### src/rtl/sram_pkg.sv
// Shared types and constants for the synchronous SRAM: controller states
// and the read-latency legality check.
package sram_pkg;

  typedef enum logic {
    ST_CLEAR = 1'b0,
    ST_READY = 1'b1
  } state_e;

  localparam int RD_LAT_MAX = 32'd4;

  function automatic logic rd_lat_ok(input int lat);
    return (lat >= 32'sd1) && (lat <= RD_LAT_MAX);
  endfunction

endpackage

### src/rtl/sram_rd_pipe.sv
// Read-response pipeline: LAT stages of {valid, data}. The data of a stage only
// moves with a valid token, so the last stage holds the most recent response.
module sram_rd_pipe
  import sram_pkg::*;
#(
  parameter int DATA_W = 4,
  parameter int LAT    = 1
) (
  input  logic              clk,
  input  logic              rst,
  input  logic              samp_valid,
  input  logic [DATA_W-1:0] samp_data,
  output logic              rsp_valid,
  output logic [DATA_W-1:0] rsp_data
);

  if (!rd_lat_ok(LAT)) begin : g_bad_lat
    $error("sram_rd_pipe: read latency out of range 1..4");
  end

  logic [LAT-1:0]    valid_r;
  logic [DATA_W-1:0] data_r [LAT];

  // Shift tokens one stage per cycle; reset flushes every pending response.
  always_ff @(posedge clk) begin
    if (rst) begin
      valid_r <= '0;
      for (int i = 0; i < LAT; i++) begin
        data_r[i] <= '0;
      end
    end else begin
      valid_r[0] <= samp_valid;
      if (samp_valid) begin
        data_r[0] <= samp_data;
      end
      for (int i = 1; i < LAT; i++) begin
        valid_r[i] <= valid_r[i-1];
        if (valid_r[i-1]) begin
          data_r[i] <= data_r[i-1];
        end
      end
    end
  end

  assign rsp_valid = valid_r[LAT-1];
  assign rsp_data  = data_r[LAT-1];

endmodule

### src/rtl/sram_sync.sv
// Synchronous single-port SRAM with bit-masked writes, pipelined reads,
// a valid/ready request port and a sweep engine that fills the array with CLEAR_VAL.
module sram_sync
  import sram_pkg::*;
#(
  parameter int                ADDR_W         = 8,
  parameter int                DATA_W         = 4,
  parameter int                RD_LAT         = 1,
  parameter int                CLEAR_ON_RESET = 1,
  parameter logic [DATA_W-1:0] CLEAR_VAL      = {DATA_W{1'b0}}
) (
  input  logic              clk,
  input  logic              rst,
  input  logic              req_valid,
  output logic              req_ready,
  input  logic              req_we,
  input  logic [ADDR_W-1:0] req_addr,
  input  logic [DATA_W-1:0] req_wdata,
  input  logic [DATA_W-1:0] req_wmask,
  input  logic              clr_start,
  output logic              rsp_valid,
  output logic [DATA_W-1:0] rsp_data,
  output logic              busy
);

  localparam int            DEPTH     = 32'd1 << ADDR_W;
  localparam logic [ADDR_W:0] LAST_IDX = (ADDR_W + 1)'(DEPTH - 1);
  localparam state_e        RST_STATE = (CLEAR_ON_RESET != 0) ? ST_CLEAR : ST_READY;

  state_e            state_r;
  state_e            state_nxt_s;
  logic [ADDR_W:0]   cnt_r;
  logic              ready_r;
  logic              busy_r;
  logic [DATA_W-1:0] mem [DEPTH];

  logic              accept_s;
  logic              rd_fire_s;
  logic              wr_fire_s;
  logic [DATA_W-1:0] rd_word_s;
  logic              mem_we_s;
  logic [ADDR_W-1:0] mem_waddr_s;
  logic [DATA_W-1:0] mem_wdata_s;

  assign accept_s  = req_valid & ready_r;
  assign rd_fire_s = accept_s & ~req_we;
  assign wr_fire_s = accept_s & req_we;
  assign rd_word_s = mem[req_addr];

  // Next-state: a sweep ends after its last word; clr_start only counts in READY.
  always_comb begin
    state_nxt_s = state_r;
    case (state_r)
      ST_CLEAR: begin
        if (cnt_r == LAST_IDX) begin
          state_nxt_s = ST_READY;
        end else begin
          state_nxt_s = ST_CLEAR;
        end
      end
      ST_READY: begin
        if (clr_start) begin
          state_nxt_s = ST_CLEAR;
        end else begin
          state_nxt_s = ST_READY;
        end
      end
      default: state_nxt_s = RST_STATE;
    endcase
  end

  // State register with handshake flags registered from the next state.
  always_ff @(posedge clk) begin
    if (rst) begin
      state_r <= RST_STATE;
      ready_r <= 1'b0;
      busy_r  <= (CLEAR_ON_RESET != 0);
    end else begin
      state_r <= state_nxt_s;
      ready_r <= (state_nxt_s == ST_READY);
      busy_r  <= (state_nxt_s == ST_CLEAR);
    end
  end

  // Sweep counter is parked at zero outside CLEAR so every sweep starts at word 0.
  always_ff @(posedge clk) begin
    if (rst) begin
      cnt_r <= '0;
    end else if (state_r == ST_CLEAR) begin
      cnt_r <= cnt_r + {{ADDR_W{1'b0}}, 1'b1};
    end else begin
      cnt_r <= '0;
    end
  end

  // Single write port shared by the sweep and masked request writes.
  always_comb begin
    mem_we_s    = 1'b0;
    mem_waddr_s = '0;
    mem_wdata_s = '0;
    if (state_r == ST_CLEAR) begin
      mem_we_s    = 1'b1;
      mem_waddr_s = cnt_r[ADDR_W-1:0];
      mem_wdata_s = CLEAR_VAL;
    end else if (wr_fire_s) begin
      mem_we_s    = 1'b1;
      mem_waddr_s = req_addr;
      mem_wdata_s = (rd_word_s & ~req_wmask) | (req_wdata & req_wmask);
    end else begin
      mem_we_s    = 1'b0;
    end
  end

  // Storage is never reset; reset only suppresses a write in that cycle.
  always_ff @(posedge clk) begin
    if (mem_we_s && !rst) begin
      mem[mem_waddr_s] <= mem_wdata_s;
    end
  end

  sram_rd_pipe #(
    .DATA_W (DATA_W),
    .LAT    (RD_LAT)
  ) u_rd_pipe (
    .clk        (clk),
    .rst        (rst),
    .samp_valid (rd_fire_s),
    .samp_data  (rd_word_s),
    .rsp_valid  (rsp_valid),
    .rsp_data   (rsp_data)
  );

  assign req_ready = ready_r;
  assign busy      = busy_r;

endmodule
### config.mk
export PLATFORM = sky130hd
export DESIGN_NAME = sram_sync
export DESIGN_NICKNAME = d
export VERILOG_FILES = /design/src/rtl/sram_pkg.sv /design/src/rtl/sram_rd_pipe.sv /design/src/rtl/sram_sync.sv
export SDC_FILE = /design/constraint.sdc
export NUM_CORES = 1
export LEC_CHECK = 0
export CAP_MARGIN = 20
export CORE_ASPECT_RATIO = 1.4
export CORE_MARGIN = 4
export CORE_UTILIZATION = 35
export CTS_BUF_LIST = sky130_fd_sc_hd__clkbuf_8 sky130_fd_sc_hd__clkbuf_16
export CTS_CLUSTER_DIAMETER = 200
export DETAILED_ROUTE_END_ITERATION = 12
export GPL_TIMING_DRIVEN = 0
export SYNTH_ARGS = -nofsm -noshare
export SYNTH_HDL_FRONTEND = slang
export SYNTH_SLANG_ARGS = --single-unit
### constraint.sdc
create_clock -name clk -period 16.8 [get_ports clk]
set_input_delay 1.68 -clock clk [delete_from_list [all_inputs] [get_ports clk]]
set_output_delay 1.68 -clock clk [all_outputs]
set_load 0.01 [all_outputs]
==> run summary <==
status = completed
XOR Share, Synth = 0.126%
uppermost layer routed = met5
Overall Power = 5.20 mW
CP max stage delay = 0.81 ns
post-synthesis mux area share = 14.5%
Remaining Overflow, GRT = 0
post-synth net total = 2227
final instance area = 47700 um^2
Peak supply drop = 0.0781 mV
Most Crowded Layer GR = met2
logic area = 9690 um^2
met3 routed WL = 12.7 mm
Leak = 16.7 nW
HP Class = register to register
largest net degree at the start of global routing = 45
Sequential Power Share = 54.0%
clk buf depth = 3
final wirelength = 138 mm
area of the core = 118000 um^2
Final Cycle Share = 41.9%
TritonCTS clock tree = yes
Inverters = 15
clock sinks = 1040
CP Cell Sequence = clkdlybuf4s50_1 -> clkbuf_1 -> clkbuf_1 -> clkbuf_1 -> nand3_1 -> nand4_1 -> a21oi_1 -> nor4_2 -> o211ai_1 -> a21oi_4 -> buf_12 -> buf_12 -> buf_12
Worst-Margin Slew = 1.22 ns
CP Max Fanout = 44
Slowest-stage cell, CP = clkbuf_1
Synth Area in Compound Gates = 3.28%
Fill cells = 10500
switching power = 1.16 mW
postcts setup bufs = 0
CTS HTree Levels = 3
non-clk buf share = 3.66%
Fin Hold WS = 0.544 ns
CTS root buf = clkbuf_16
Final Hold Vio Count = 0
CTS Buf Count = 93
FF+latch count = 1040
routed vias/inst = 5.83
synthesized cell area = 41600 um^2
vias in the first global route = 23600
Top logic family = multiplexers
clk latency late pin = 0.70 ns
DRC viols = 0
grt met2 use = 37.6%
first-pass GRT wire length = 191 mm
Worst EP required = 17.31 ns
fp util = 35.3%
final max-slew violation count = 0
Most common reg cell = edfxtp_1
Top cell excl fill/tap = edfxtp_1
CP Launch Type = input pin
tap cell count = 1585
initial antenna violation count = 9
ANT cells = 2
Syn-to-layout area delta = 14.7%
count of library flops with an enable pin = 1028
top cells, area = edfxtp_1 (74%), mux4_2 (12%), nor2_1 (2.7%), mux2i_1 (1.3%), nand2_1 (0.98%)
Basic Gates by Area = 5.20%
switching share of total power = 22.2%
Non-clock buffers = 195
RSZ-0062 raised after global routing = false
worst slack, placed = 9.37 ns
# rows = 149
Synth top cells by count = edfxtp_1 (1028), nor2_1 (303), mux4_2 (230), nand2_1 (108), mux2i_1 (56)
Max-cap violations = 0
DPL Wire Length = 95.8 mm
Crit. End Element = register
worst setup margin = 9.76 ns
Top pwr grp = registers
Synth area leader = edfxtp_1
ys flops = 1040
clock-cell share of area = 6.44%
Cells after DPL = 3847
PD cells = 109 nW/um^2
## final timing paths
path                    start           to  slack (ns)  cells after the start
setup / recovery  req_addr[4]  mem[146][2]        9.76                     13
setup reg to reg  mem[162][1]  mem[104][1]       12.60                     11
hold reg to reg      cnt_r[0]     cnt_r[0]        0.54                      1
hold / removal       cnt_r[0]     cnt_r[0]        0.54                      1
## sequential cells by signal, summed over array words and instances, names as in the netlist
name                 cells
req_ready                1
busy                     1
u_rd_pipe.rsp_valid      1
u_rd_pipe.data_r         4
cnt_r                    9
mem                   1024
Fig. 1: sequential cells colored by netlist name
Scale: 1 px per um. Other sequential cells in the stronger gray, the rest of the logic in the fainter gray.
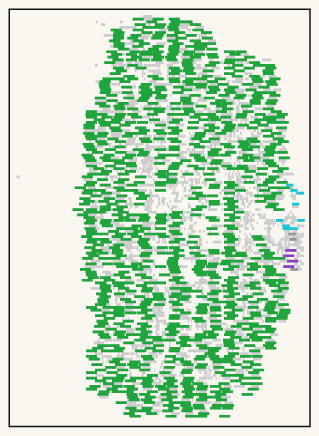
color	name in the netlist	placed flops
cyan	cnt_r	9
purple	u_rd_pipe.data_r	4
green	mem	1024
Seq area share: 65.3%
Final Core Density: 40.4%
Seq. pwr: 2.81 mW

Fig. 2: track usage over the die
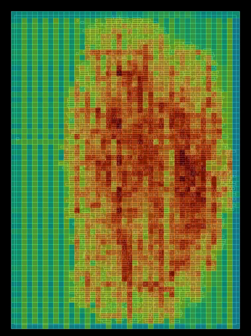
GRT Util Overall: 22.1%
met1 Use GR: 25.7%
GR Layer Usage met3: 4.53%
WL/cell: 34.4 um

Fig. 3: a small window of the routed layout
Region (137, 112) to (162, 137) um. Cells in gray, sequential cells in the stronger gray; small squares are vias.
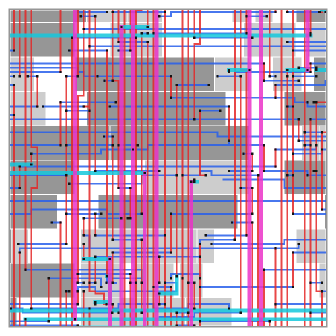
color	layer
red	metal 2
blue	metal 1
magenta	metal 4
cyan	metal 3
sequential cells in the window	5
netlist names of flops here include	mem (5)
cells with their middle in the window	21
most frequent	edfxtp_1 (5)

Fig. 4: pin placement
Scale: 1 px per um. Pins as bars across the die edge, other pins in gray.
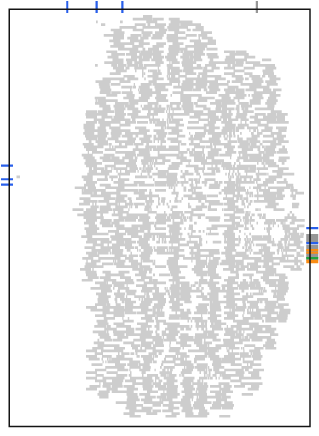
color	port	pins	direction	edge
green	rsp_valid	1	output	right
orange	req_wmask	4	input	right
blue	req_addr	8	input	3 top, 3 left, 2 right
all pins by edge	21 right, 4 top, 3 left
Die Ht: 416 um
die width: 299 um
PortBufs: 21

Power figures rest on the tool's default switching activity, not on a simulated workload.
